run_1/layer_met3.png
Cells faint in the background.
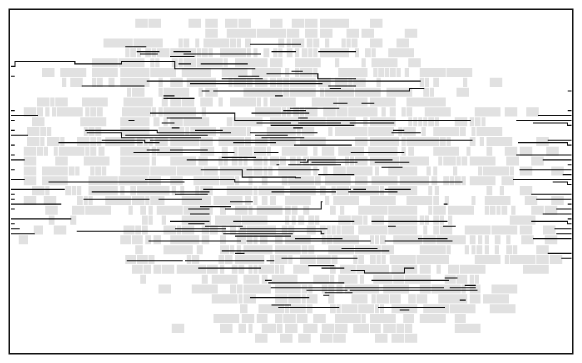
run_1/metal_density.png
The bar under the picture is 50 um long. The die is cut into 31 by 19 equal tiles; white is low, dark blue is high, scaled to the fullest tile. Values are wire area over tile area, all layers added.
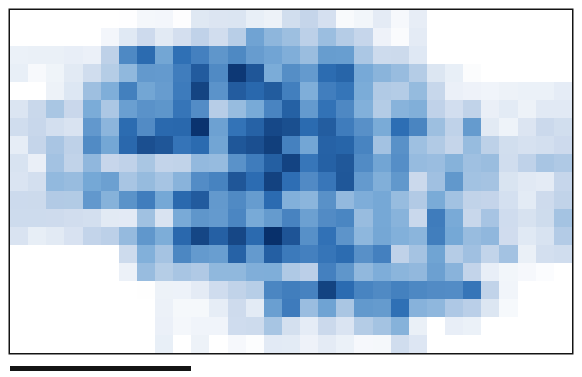
run_1/clocks.png
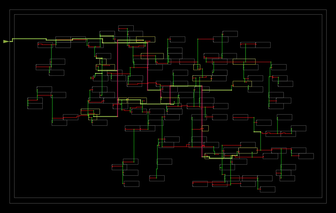
<file path="config.mk">
export PLATFORM = sky130hd
export DESIGN_NAME = reorder_buffer
export DESIGN_NICKNAME = d
export VERILOG_FILES = /design/src/rtl/reorder_buffer_pkg.sv /design/src/rtl/rob_entry.sv /design/src/rtl/reorder_buffer.sv
export SDC_FILE = /design/constraint.sdc
export NUM_CORES = 1
export LEC_CHECK = 0
export CORE_ASPECT_RATIO = 0.6
export CORE_MARGIN = 2
export CORE_UTILIZATION = 45
export CTS_CLUSTER_DIAMETER = 40
export DETAILED_ROUTE_END_ITERATION = 10
export GPL_TIMING_DRIVEN = 0
export PLACE_DENSITY = 0.79
export SLEW_MARGIN = 10
export SYNTH_ARGS = -nofsm -noshare
export SYNTH_HDL_FRONTEND = slang
export SYNTH_SLANG_ARGS = --single-unit
</file>
<file path="constraint.sdc">
create_clock -name clock -period 6 [get_ports clock]
set_input_delay 0.9 -clock clock [delete_from_list [all_inputs] [get_ports clock]]
set_output_delay 0.9 -clock clock [all_outputs]
set_load 0.1 [all_outputs]
</file>
<file path="src/rtl/reorder_buffer_pkg.sv">
// Shared ROB widths and entry record, used by the ROB, reservation stations and the adder unit.
package reorder_buffer_pkg;
  localparam int ROB_DATA_W = 16;
  localparam int ROB_DEPTH  = 4;
  localparam int ROB_TAG_W  = 2;
  localparam int ROB_REG_W  = 3;

  typedef struct packed {
    logic                  busy;
    logic                  ready;
    logic [ROB_REG_W-1:0]  dest;
    logic [ROB_DATA_W-1:0] data;
  } rob_entry_t;
endpackage

</file>
<file path="src/rtl/rob_entry.sv">
// Single ROB slot: alloc/clear/write update on the next edge; no backpressure.
// Controls are mutually exclusive by construction in the parent; reset wins.
module rob_entry
  import reorder_buffer_pkg::*;
(
  input  logic                  clock,
  input  logic                  reset,
  input  logic                  alloc,
  input  logic [ROB_REG_W-1:0]  alloc_dest,
  input  logic                  write,
  input  logic [ROB_DATA_W-1:0] write_data,
  input  logic                  clear,
  output rob_entry_t            entry
);

  always_ff @(posedge clock) begin
    if (!reset) begin
      entry <= '0;
    end else if (alloc) begin
      entry.busy  <= 1'b1;
      entry.ready <= 1'b0;
      entry.dest  <= alloc_dest;
      entry.data  <= '0;
    end else if (clear) begin
      entry <= '0;
    end else if (write) begin
      entry.ready <= 1'b1;
      entry.data  <= write_data;
    end
  end

endmodule

</file>
<file path="src/rtl/reorder_buffer.sv">
// Circular in-order reorder buffer; commit outputs registered one edge after the head turns ready.
// Issue is backpressured by alloc_ready (low when full); CDB and commit are never stalled.
module reorder_buffer
  import reorder_buffer_pkg::*;
#(
  parameter int DATA_W = ROB_DATA_W,
  parameter int DEPTH  = ROB_DEPTH,
  parameter int TAG_W  = ROB_TAG_W,
  parameter int REG_W  = ROB_REG_W
) (
  input  logic              clock,
  input  logic              reset,
  input  logic              alloc_valid,
  input  logic [REG_W-1:0]  alloc_dest,
  output logic              alloc_ready,
  output logic [TAG_W-1:0]  alloc_tag,
  input  logic              cdb_valid,
  input  logic [TAG_W-1:0]  cdb_tag,
  input  logic [DATA_W-1:0] cdb_data,
  input  logic [TAG_W-1:0]  rd_tag1,
  input  logic [TAG_W-1:0]  rd_tag2,
  output logic              rd_ready1,
  output logic              rd_ready2,
  output logic [DATA_W-1:0] rd_data1,
  output logic [DATA_W-1:0] rd_data2,
  output logic              commit_valid,
  output logic [REG_W-1:0]  commit_dest,
  output logic [DATA_W-1:0] commit_data,
  output logic [TAG_W:0]    count
);

  localparam logic [TAG_W:0] FULL = (TAG_W+1)'(DEPTH);

  rob_entry_t       ents [DEPTH];
  logic [TAG_W-1:0] head;
  logic [TAG_W-1:0] tail;
  logic             alloc_fire;
  logic             commit_fire;

  assign alloc_ready = (count != FULL);
  assign alloc_tag   = tail;
  assign alloc_fire  = alloc_valid && alloc_ready;
  assign commit_fire = ents[head].busy && ents[head].ready;

  for (genvar i = 0; i < DEPTH; i++) begin : g_ent
    // Alloc only targets free slots and clear only the ready head, so the strobes never collide.
    rob_entry u_ent (
      .clock      (clock),
      .reset      (reset),
      .alloc      (alloc_fire && (tail == TAG_W'(i))),
      .alloc_dest (alloc_dest),
      .write      (cdb_valid && (cdb_tag == TAG_W'(i)) && ents[i].busy && !ents[i].ready),
      .write_data (cdb_data),
      .clear      (commit_fire && (head == TAG_W'(i))),
      .entry      (ents[i])
    );
  end

  always_ff @(posedge clock) begin
    if (!reset) begin
      head         <= '0;
      tail         <= '0;
      count        <= '0;
      commit_valid <= 1'b0;
      commit_dest  <= '0;
      commit_data  <= '0;
    end else begin
      commit_valid <= commit_fire;
      if (commit_fire) begin
        commit_dest <= ents[head].dest;
        commit_data <= ents[head].data;
        head        <= head + 1'b1;
      end
      if (alloc_fire) begin
        tail <= tail + 1'b1;
      end
      case ({alloc_fire, commit_fire})
        2'b10:   count <= count + 1'b1;
        2'b01:   count <= count - 1'b1;
        default: count <= count;
      endcase
    end
  end

  // Operand lookup; a same-cycle CDB broadcast to a busy entry bypasses the stored state.
  always_comb begin
    rd_ready1 = 1'b0;
    rd_data1  = '0;
    if (cdb_valid && (cdb_tag == rd_tag1) && ents[rd_tag1].busy) begin
      rd_ready1 = 1'b1;
      rd_data1  = cdb_data;
    end else if (ents[rd_tag1].busy && ents[rd_tag1].ready) begin
      rd_ready1 = 1'b1;
      rd_data1  = ents[rd_tag1].data;
    end
  end

  always_comb begin
    rd_ready2 = 1'b0;
    rd_data2  = '0;
    if (cdb_valid && (cdb_tag == rd_tag2) && ents[rd_tag2].busy) begin
      rd_ready2 = 1'b1;
      rd_data2  = cdb_data;
    end else if (ents[rd_tag2].busy && ents[rd_tag2].ready) begin
      rd_ready2 = 1'b1;
      rd_data2  = ents[rd_tag2].data;
    end
  end

endmodule

</file>
==> run notes, run 1 <==
flow finished, numbers: VDD IR-drop max=~0.16 mV, count of library flops with an enable pin=0, total wire length=roughly 18 mm, Yosys top cell by area=dfxtp_1, Slowest-stage cell, CP=clkdlybuf4s50_1, Clock power frac=0.415, number of global-route vias before repair=4963, data required time of the worst path=5100 ps, most frequent cell after synthesis=dfxtp_1, Switch Pwr=0.441 mW, GPL Wtd Cong=0.858, CTS H-tree depth=3, Worst Path Arrival=just over 4000 ps, Post-synth seq share=0.359, Hold-fix buffers, CTS=0, clock sink count=approximately 110, max-cap violation count=0, Yosys cell types=38, initial antenna violation count=0, syn avg cell area=between 9 and 10 um2, Comb power frac=0.121, CORE AREA=approximately 14000 um2, Commonest flop=dfxtp_1, die y size=94.8 um, fin crit share=0.825, first-pass GRT wire length=28.3 mm, status=completed, initial DRC count=649, DRC=0, # setup viols final=0, synthesis warning total=0, Fmax=202 MHz, RSZ-0062 raised after global routing=no, kind of critical path=input pin to output port, critical path endpoint category=output port
-- layer_met3.png (at the start) --
- main direction: horizontal
- nets with wire on the layer: 138
- share of all routed wire: 14%
- longest straight run: 88.8 um
- wire length on this layer: 2480 um

-- metal_density.png (at the start) --
- emptiest ninth of the die: bottom left
- fullest tile: 0.63
- densest ninth of the die: middle
- nearly empty tiles: 19%
- mean over tiles: 0.21

-- clocks.png (at the start) --
Clock Latency Late Sink: 360 ps
Worst Skew: 9.35 ps

[run 1: metal layers]
| metal | up-vias | track usage | routed length (um) |
|---|---|---|---|
| met1 | 2565 | 0.371 | 8200 |
| met3 | 18 | 0.101 | 2480 |
| met2 | 326 | 0.347 | 7320 |
| li1 | 2426 | - | - |
| met4 | 0 | 0.0505 | 180 |
| met5 | - | 0 | 0 |
[run 1: final cells by class]
| cell class | count | area [um2] |
|---|---|---|
| sequential | 111 | 2220 |
| inverter | 47 | 176 |
| clock inverter | 7 | 109 |
| timing repair buffer | 83 | 831 |
| tap | 175 | 219 |
| fill | 1176 | 5980 |
| clock buffer | 9 | 225 |
| multi-input combinational | 431 | 3520 |
| buffer | 46 | 268 |
[run 1: worst max-delay path, delay by kind of cell]
family | cells | cell delay [ps]
compound gates | 1 | 380
simple gates | 2 | 410
xor+xnor | 1 | 150
buf+inv | 3 | 2210
[run 1: cells by family (layout without fill, tap and decap cells)]
| kind of cell | count (synthesis) | after routing | synth area share |
|---|---|---|---|
| simple gates | 185 | 185 | 0.126 |
| fa+ha+maj | 9 | 9 | 0.0194 |
| buf+inv | 93 | 192 | 0.0718 |
| flops | 111 | 111 | 0.359 |
| xor+xnor | 6 | 6 | 0.00850 |
| compound gates | 121 | 121 | 0.119 |
| mux | 110 | 110 | 0.295 |
[run 1: layout by cell type, fill, tap and decap left out, types with 4 or more instances in the layout]
cell type	count
a21oi_1	46
a22o_1	9
and2_1	4
and3_1	4
buf_2	19
buf_4	7
buf_6	6
clkbuf_1	11
clkbuf_16	9
clkdlybuf4s50_1	83
dfxtp_1	111
ha_1	8
inv_1	46
mux2i_1	52
mux4_2	58
nand2_1	94
nand3_1	10
nor2_1	58
o21ai_0	52
xnor2_1	6
[run 1: final timing paths]
| path | end | start |
|---|---|---|
| hold / removal | commit_data[5]$_SDFFE_PN0P_ | commit_data[5]$_SDFFE_PN0P_ |
| setup / recovery | rd_data2[4] | cdb_tag[0] |
| setup reg to reg | count[2]$_SDFFE_PN0P_ | head[0]$_SDFFE_PN0P_ |
| hold reg to reg | commit_data[5]$_SDFFE_PN0P_ | commit_data[5]$_SDFFE_PN0P_ |
[run 1: stage by stage]
stage,power [mW],setup slack [ps],instances,hold slack [ps],area [um2]
floorplan,0.903,1220,635,420,6180
CTS,1.63,1050,909,456,7570
detailed placement,0.971,1060,893,447,7230
finish,1.64,1050,909,455,7570
global route,1.68,950,909,464,7570
global placement,0.968,1130,893,430,7230
[run 1: flip-flops by register name, indices dropped and copies added, names as in the netlist]
name               count
g_ent.u_ent.entry     84
alloc_tag              2
commit_data           16
count                  3
commit_dest            3
commit_valid           1
head                   2
[run 1: power groups by stage]
stage / Sequential, mW / Combinational (mW) / Clock (mW)
floorplan: 0.794 / 0.109 / 0
global placement: 0.776 / 0.193 / 0
detailed placement: 0.776 / 0.195 / 0
CTS: 0.759 / 0.196 / 0.678
global route: 0.761 / 0.209 / 0.712
finish: 0.759 / 0.198 / 0.679
run_1/clk_routes.png
The bar under the picture is 50 um long.
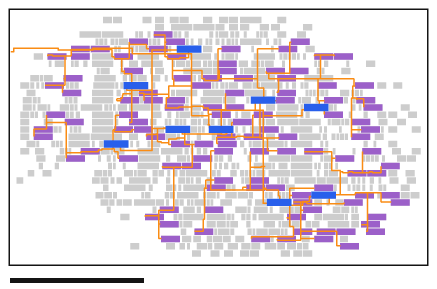

--- run 2 (diff from run 1) ---
PLACE_DENSITY = 0.82   (was 0.79)
clock period = 4 ns   (was 6 ns; I/O delays follow)
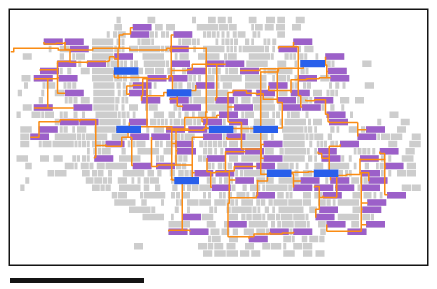
run_2/clk_routes.png
The bar under the picture is 50 um long.
- clock wires: orange (length 1270 um)
- clock drivers: blue (count 9)
- flip-flops: purple (count 111)
- routed clock nets: 10

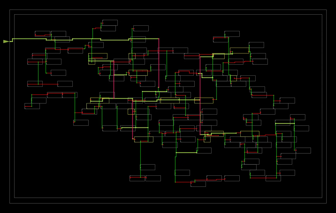
run_2/clocks.png
Flop Count: 111
CTS buffer count: 9
Worst Skew: 10.1 ps
clock-net power: 0.906 mW
clock sink count: 111

==> run notes, run 2 <==
flow finished, numbers: status=completed, fin crit share=0.973, CORE AREA=13500 um2 (unchanged), Worst Path Arrival=3290 ps (-760 ps), Fmax=257 MHz, CTS H-tree depth=3 (unchanged), fin util=0.554, Clock Pin Slew Worst Setup and Hold Paths=~80 ps, critical path endpoint category=output port, grt ovf=0, initial DRC count=685 (+5.5%), syn avg cell area=9.74 um2 (unchanged), most frequent cell after synthesis=dfxtp_1, Reg with most FFs=g_ent.u_ent.entry, Hold Vio Cnt, Final=0, PwrDens=312 nW/um2, kind of critical path=input pin to output port, Top cell area share=0.359, die y size=94.8 um (unchanged), routed vias/inst=roughly 6, Detail Placement HPWL=13.0 mm, commonest cells after routing, fill and taps aside=111 x dfxtp_1, 94 x nand2_1, 58 x mux4_2, 58 x nor2_1, 54 x clkdlybuf4s50_1, DRC=0 (unchanged), IO buf count=between 80 and 90, Yosys reg bits=111, max reg flops=84 (unchanged), pin count of the biggest net entering global routing=22, Largest regs=g_ent.u_ent.entry (84), commit_data (16), Commonest Layout Cell=dfxtp_1, synthesis warning total=0 (unchanged), data required time of the worst path=3400 ps (-1700 ps), post-DR wirelength/cell=20.0 um, Reg area=2220 um2 (unchanged), Yosys chip area=6180 um2, total power=2.34 mW (+43%), max-cap violation count=0 (unchanged), fin crit period=3890 ps, die extent in x=about 160 um, RSZ-0062 raised after global routing=no, Post-synth seq share=0.359 (unchanged), VDD IR-drop max=0.257 mV (+61%), initial antenna violation count=0 (unchanged), # fillers=1176 (unchanged), Post-Syn Area=slightly above 6000 um2, GPL Wtd Cong=0.869 (+1.3%), via count=~5400, Commonest flop=dfxtp_1, Clock Latency Late Sink=360 ps (about the same), number of global-route vias before repair=4848 (-2.3%), pre-CTS setup slack=-256 ps (-1310 ps), count of library flops with an enable pin=0 (unchanged), critical path peak fanout=7, die area=between 10000 and 15000 um2, # setup viols final=0 (unchanged), cells in synth_stat.txt=635, first-pass GRT wire length=28.0 mm (-1.0%), Logic area=3520 um2 (unchanged), Yosys cell types=38 (unchanged), Yosys top cell by area=dfxtp_1, final setup margin=107 ps (-945 ps), 1st-pass router iterations=5, total wire length=18.2 mm (+0.21%)
run 2: cell counts after synthesis:
Identical to the previous run, type by type.
run 2: kinds of logic after synthesis:
group | synth area share
DFF | 0.359
and+or+nand+nor | 0.126
muxes | 0.295
xor gates and xnor gates | 0.00850
adders and majority gates | 0.0194
buffers and inverters | 0.0718
AOI/OAI and AO/OA | 0.119
run 2: metal layers:
layer,part of all wire,global-route usage
met1,0.43,0.379
met4,0.014,0.0550
met2,0.42,0.361
met3,0.14,0.0753
met5,0,0
run 2: final cells by class:
cell class / count / area share
multi-input cells: 431 / 0.469
flip-flops and latches: 111 / 0.296
repair buffers: 83 / 0.106
plain buffers: 46 / 0.0357
clock buffers: 9 / 0.0300
well taps: 175 / 0.0292
inverters: 47 / 0.0235
clock inverters: 7 / 0.0102
run 2: power breakdown:
| part | leakage (nW) | internal [mW] | switching [mW] | total (mW) |
|---|---|---|---|---|
| Clock | 0.147 | 0.443 | 0.463 | 0.906 |
| Combinational | 1.92 | 0.105 | 0.191 | 0.296 |
| Sequential | 0.896 | 1.12 | 0.0183 | 1.14 |
| Total | 2.96 | 1.67 | 0.672 | 2.34 |
run 2: worst paths after layout:
kind / depth (start not counted) / to / startpoint / slack, ps
worst min register to register: 2 / g_ent[0].u_ent.entry[16]$_SDFFE_PN0P_ / g_ent[0].u_ent.entry[16]$_SDFFE_PN0P_ / 450
worst max register to register: 10 / count[2]$_SDFFE_PN0P_ / head[0]$_SDFFE_PN0P_ / 1190
worst min-delay path: 2 / g_ent[0].u_ent.entry[16]$_SDFFE_PN0P_ / g_ent[0].u_ent.entry[16]$_SDFFE_PN0P_ / 450
worst max-delay path: 6 / rd_data2[0] / cdb_tag[0] / 110
run 2: repair_timing:
action / 4_1_cts / 5_1_grt
hold buffers: 0 / 0
gates resized: 20 / 32
endpoints found under the setup margin: 20 / 17
run 2: worst max-delay path, stage by stage:
cell             delay, ps
clkdlybuf4s50_1        640
xnor2_1                150
nand3_1                100
nand3_1                260
o21ai_0                350
clkdlybuf4s50_1       1190
run 2: through the flow:
stage / hold slack [ps] / cell area [um2] / cells
CTS: 453 / 7510 / 909
global placement: 436 / 7230 / 893
detailed placement: 441 / 7230 / 893
finish: 446 / 7500 / 909
global route: 464 / 7500 / 909
floorplan: 420 / 6180 / 635
Power figures rest on the tool's default switching activity, not on a simulated workload.
